==> config.mk <==
export PLATFORM = sky130hd
export DESIGN_NAME = alu_req_sequencer
export DESIGN_NICKNAME = d
export VERILOG_FILES = /design/src/rtl/alu_req_sequencer.sv
export SDC_FILE = /design/constraint.sdc
export NUM_CORES = 1
export LEC_CHECK = 0
export ABC_CLOCK_PERIOD_IN_PS = 1500
export CAP_MARGIN = 20
export CORE_MARGIN = 3
export CORE_UTILIZATION = 30
export CTS_BUF_LIST = sky130_fd_sc_hd__clkbuf_2 sky130_fd_sc_hd__clkbuf_4 sky130_fd_sc_hd__clkbuf_8
export DETAILED_ROUTE_END_ITERATION = 16
export GPL_ROUTABILITY_DRIVEN = 0
export PLACE_DENSITY = 0.6
export SLEW_MARGIN = 20
export SYNTH_ARGS = -nofsm -noshare
export SYNTH_HDL_FRONTEND = slang
export SYNTH_SLANG_ARGS = --single-unit
==> constraint.sdc <==
create_clock -name clk -period 1.5 [get_ports clk]
set_input_delay 0.3 -clock clk [delete_from_list [all_inputs] [get_ports clk]]
set_output_delay 0.3 -clock clk [all_outputs]
set_load 0.02 [all_outputs]
Run 1, floorplan with the power grid:
(6 px per µm) Pins as bars on the die edge.
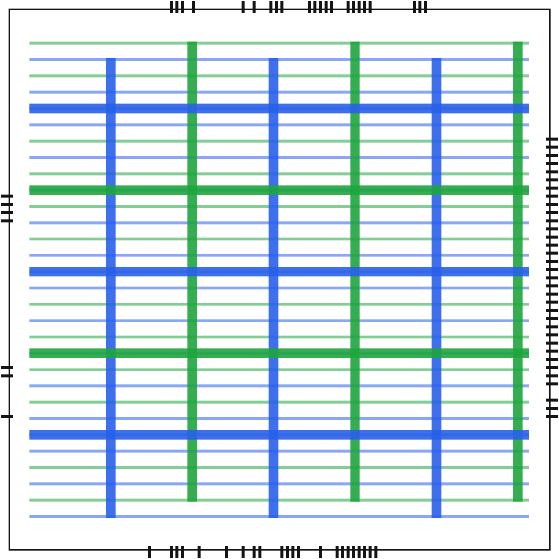
color	net
green	VDD
blue	VSS
met5 straps	5
signal pins	85
Die H: 89.9 µm
VDD IR max: 0.635 mV
die x size: 89.9 µm

Run 1, a small window of the routed layout:
Region (20, 38) to (70, 88) µm. Cells in gray, sequential cells in the stronger gray; small squares are vias.
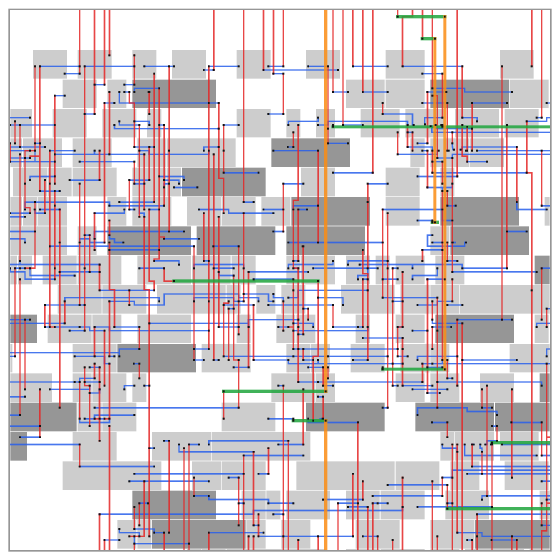
color	layer
red	M2
blue	M1
green	M3
orange	M4
sequential cells in the window	19
cells with their middle in the window	147
most frequent	buf_6 (16), dlygate4sd2_1 (15), nor2_1 (14)

Run 1, cells by drive strength:
(3 px per µm)
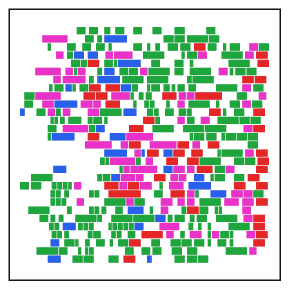
color	size	cells	share	most used
blue	x2	30	7.8%	dfxtp_2
red	x6 and larger	48	12%	buf_6
green	x1 and smaller	235	61%	clkdlybuf4s50_1
magenta	x3 and x4	73	19%	buf_4
bufs w/o clock: 135
fin worst setup slack: -0.122 ns
Area Growth Syn to Fin: 84.2%
fin area: 3880 µm²

==> ci_impl_report.md, run 1 <==
### Yosys + OpenROAD results

| Metric | Value |
|---|---|
| Area of the multi-input gates | 1470 µm² |
| Clock latency on the worst-skew pair | 0.29 ns |
| Synth logic family | simple AND/OR/NAND/NOR gates |
| Worst path depth | 5 |
| # diodes | 0 |
| Max Slew Vio Count | 0 |
| Largest net degree at the start of global routing | 36 |
| Top cell excl fill/tap | buf_6 |
| Clock-cell share | 0.0309 |
| Clk_skew | 0.00654 ns |
| Clkbuf count | 6 |
| YS warnings | 0 |
| Site Rows | 29 |
| Dpl cell area | around 3400 µm² |
| CTS root buffer | clkbuf_8 |
| Leak Pwr | 1.67 nW |
| Clock tree sinks | around 40 |
| Max Clock Freq | just over 600 MHz |
| Critical path class | reg -> out |
| Total wire length | about 6.7 mm |
| DRC Markers | 0 |
| Num CTS Buffers | 5 |
| Core area | ~6600 µm² |
| Yosys Chip Area | around 2100 µm² |
| WHS Path Cells | 2 |
| Logic share of the area | 0.379 |
| Final Util | 0.592 |
| Area leader share | 0.389 |
| Cell repeated most along the worst path | buf_6 |
| CP delay by family, top | buffers and inverters |
| Area leader, netlist | dfxtp_1 |
| Post-Synthesis Cells | 260 |
| # setup viols final | 28 |
| Ys async rst share | 0 |
| Xor+xnor area frac | 0.0415 |
| GR Util met2 | 0.270 |
| Fp util | 0.321 |
| Unique cell types | 38 |
| Flip-flops | between 40 and 50 |
| CP Capture Type | output pin |
| Hold bufs inserted after CTS | 0 |
| Dpl cells | about 460 |
| Seq cells post-synth | about 41 |
| Status | complete, but fails checks |
| Antenna Nets Post-Route | 0 |
| DRT iter0 DRCs | about 83 |
| Fin worst setup slack | -0.122 ns |
| Filler cells | just under 600 |
| Clk power | 0.941 mW |
| Post-DR wirelength/cell | 14.0 µm |
| Min Tclk post-route | 1.62 ns |
| I/O Pins | 85 |
| Top cells by area | dfxtp_1 39%, nand3_1 5.7%, nor2_1 5.3% |
| Top cells by count | 41 x dfxtp_1, 30 x nor2_1, 24 x nand3_1 |
| Setup TNS | -2.47 ns |
| Vias | 2,397 |
| First-pass GRT wire length | a little over 10 mm |
| RSZ-0062 raised after global routing | true |
| Number of global-route vias before repair | around 2,200 |
| Post-CTS Resized | 195 |
| Crit path buf inv count | 3 |
| Crit share post-route | 1.08 |
| Seq pwr | between 1 and 1.5 mW |
| CP Cell Sequence | buf_6, ha_4, buf_6, and2_4, buf_6 |
| Met3 Resource Use GR | 0.0351 |
| Hold WS | 0.472 ns |
| Die area | between 8000 and 9000 µm² |
| CTS tree | yes |
| Mapped Area | approximately 2100 µm² |
| Signal buffers share of area | 0.337 |
| WL met3 | ~330 µm |
| Overall power | 4.97 mW |
| Ys flop type | dfxtp_1 |
| # nets final | ~430 |
| # Taps | just over 90 |
| Int Pwr | approximately 3.2 mW |
| Worst Reg-to-Reg Cells | 6 |
| Place WS | -0.696 ns |
| Worst EP arrival | 1.32 ns |
| Failing checks | negative setup slack |
| Final Non-Filler Cells | approximately 480 |
| Total grt overflow | 0 |
| Count of tool warnings | 32 |
--- run 2 (diff from run 1) ---
Settings changed: DONT_BUFFER_PORTS from default to 1, PLACE_DENSITY 0.6 to 0.44.
Run 2, floorplan with the power grid:
(6 px per µm) Pins as bars on the die edge.
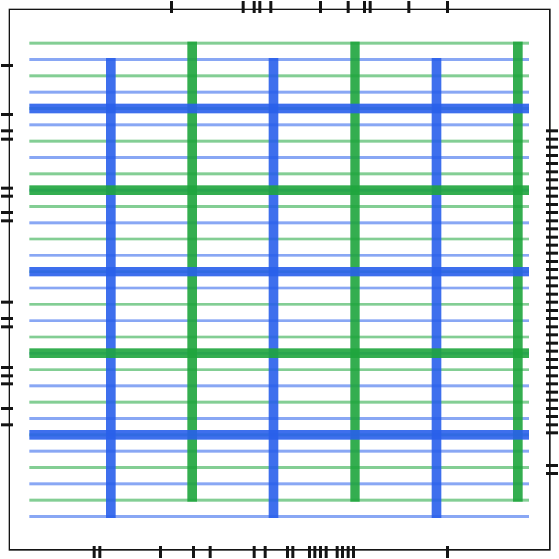
color	net
blue	VSS
green	VDD
met4 straps	6
signal pins	85
rows	29
met5 straps	5
core area: 6570 µm²
VDD IR max: 0.487 mV

Run 2, a small window of the routed layout:
Region (20, 38) to (70, 88) µm. Cells in gray, sequential cells in the stronger gray; small squares are vias.
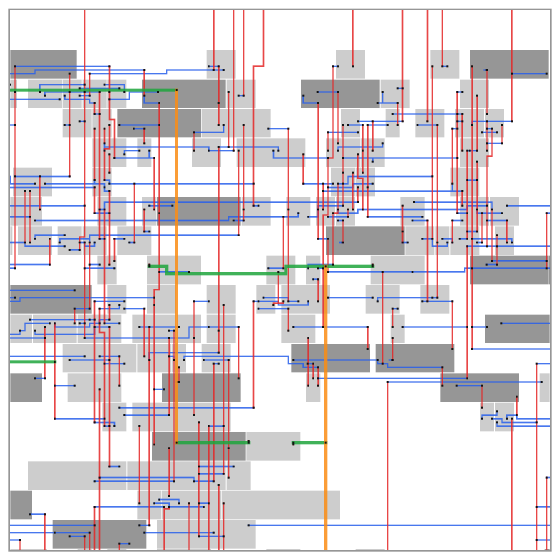
color	layer
red	M2
green	M3
blue	M1
orange	M4
cells with their middle in the window	102
sequential cells in the window	16
most frequent	buf_4 (20), dfxtp_1 (9), nor2_1 (7)

Run 2, routed metal per tile:
(4 px per µm) The die is cut into 18 by 18 equal tiles; dark purple is low, yellow is high, scaled to the fullest tile. Values are wire area over tile area, all layers added.
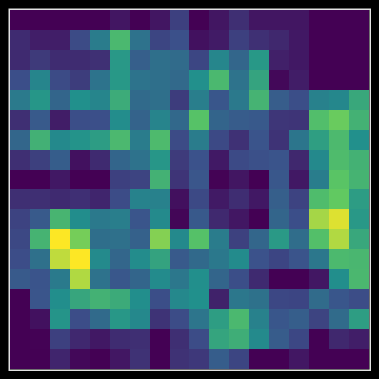
fullest tile	0.40
nearly empty tiles	14%
mean over tiles	0.12
tiles over half the peak	19%
Vias: 2,035
post-DR wirelength/cell: 14.7 µm

==> ci_impl_report.md, run 2 <==
### Yosys + OpenROAD results

| Metric | Value |
|---|---|
| Status | complete, but fails checks (unchanged) |
| Failing checks | negative setup slack (unchanged) |
| WHS Path Cells | 1 (was 2) |
| Area of the multi-input gates | 1430 µm² (was 1470 µm²) |
| Clkbuf count | 7 (was 6) |
| Clk_skew | 0.00204 ns (was 0.00654 ns) |
| CP Capture Type | output pin (unchanged) |
| YS warnings | 0 (unchanged) |
| Die H | 89.9 µm (unchanged) |
| Number of global-route vias before repair | 1,876 (was 2,207) |
| Post-Synthesis Cells | 260 (unchanged) |
| GR Util met2 | 0.220 (was 0.270) |
| Crit path buf inv count | 3 (unchanged) |
| Die area | 8070 µm² (unchanged) |
| Die x size | 89.9 µm (unchanged) |
| Clock tree sinks | 41 (unchanged) |
| Mapped Area | 2110 µm² (unchanged) |
| Fin area | 3000 µm² (was 3880 µm²) |
| Flip-flops | 41 (unchanged) |
| Crit share post-route | 1.07 (was 1.08) |
| Xor+xnor area frac | 0.0415 (unchanged) |
| Seq cells post-synth | 41 (unchanged) |
| Ys flop type | dfxtp_1 (unchanged) |
| Clk power | 0.950 mW (was 0.941 mW) |
| # Taps | 93 (unchanged) |
| Clock latency on the worst-skew pair | 0.29 ns (about the same) |
| Ys async rst share | 0 (unchanged) |
| Filler cells | 656 (was 589) |
| Leak Pwr | 1.17 nW (was 1.67 nW) |
| # setup viols final | 19 (was 28) |
| Int Pwr | 2.94 mW (was 3.20 mW) |
| DRC Markers | 0 (unchanged) |
| Setup TNS | -0.805 ns (was -2.47 ns) |
| Top cells by area | dfxtp_1 39%, nand3_1 5.7%, nor2_1 5.3% (unchanged) |
| CP Cell Sequence | inv_4, ha_4, o21ai_4, a21oi_2, buf_6, buf_12 (was buf_6, ha_4, buf_6, and2_4, buf_6) |
| Hold bufs inserted after CTS | 0 (unchanged) |
| CTS root buffer | clkbuf_8 (unchanged) |
| Signal buffers share of area | 0.154 (was 0.337) |
| Logic share of the area | 0.477 (was 0.379) |
| Area leader, netlist | dfxtp_1 (unchanged) |
| Final Non-Filler Cells | 394 (was 479) |
| Count of tool warnings | 32 (unchanged) |
| Area Growth Syn to Fin | 42.3% (was 84.2%) |
| Post-CTS Resized | 40 (was 195) |
| Overall power | 4.57 mW (was 4.97 mW) |
| Worst Reg-to-Reg Cells | 6 (unchanged) |
| Fp util | 0.321 (unchanged) |
| Worst path depth | 6 (was 5) |
| Area leader share | 0.389 (unchanged) |
| DRT iter0 DRCs | 92 (was 83) |
| Hold WS | 0.0754 ns (was 0.472 ns) |
| Seq pwr | 1.46 mW (was 1.40 mW) |
| Fin worst setup slack | -0.109 ns (was -0.122 ns) |
| Max Slew Vio Count | 0 (unchanged) |
| Min Tclk post-route | 1.61 ns (was 1.62 ns) |
Power and IR drop assume default switching activity.
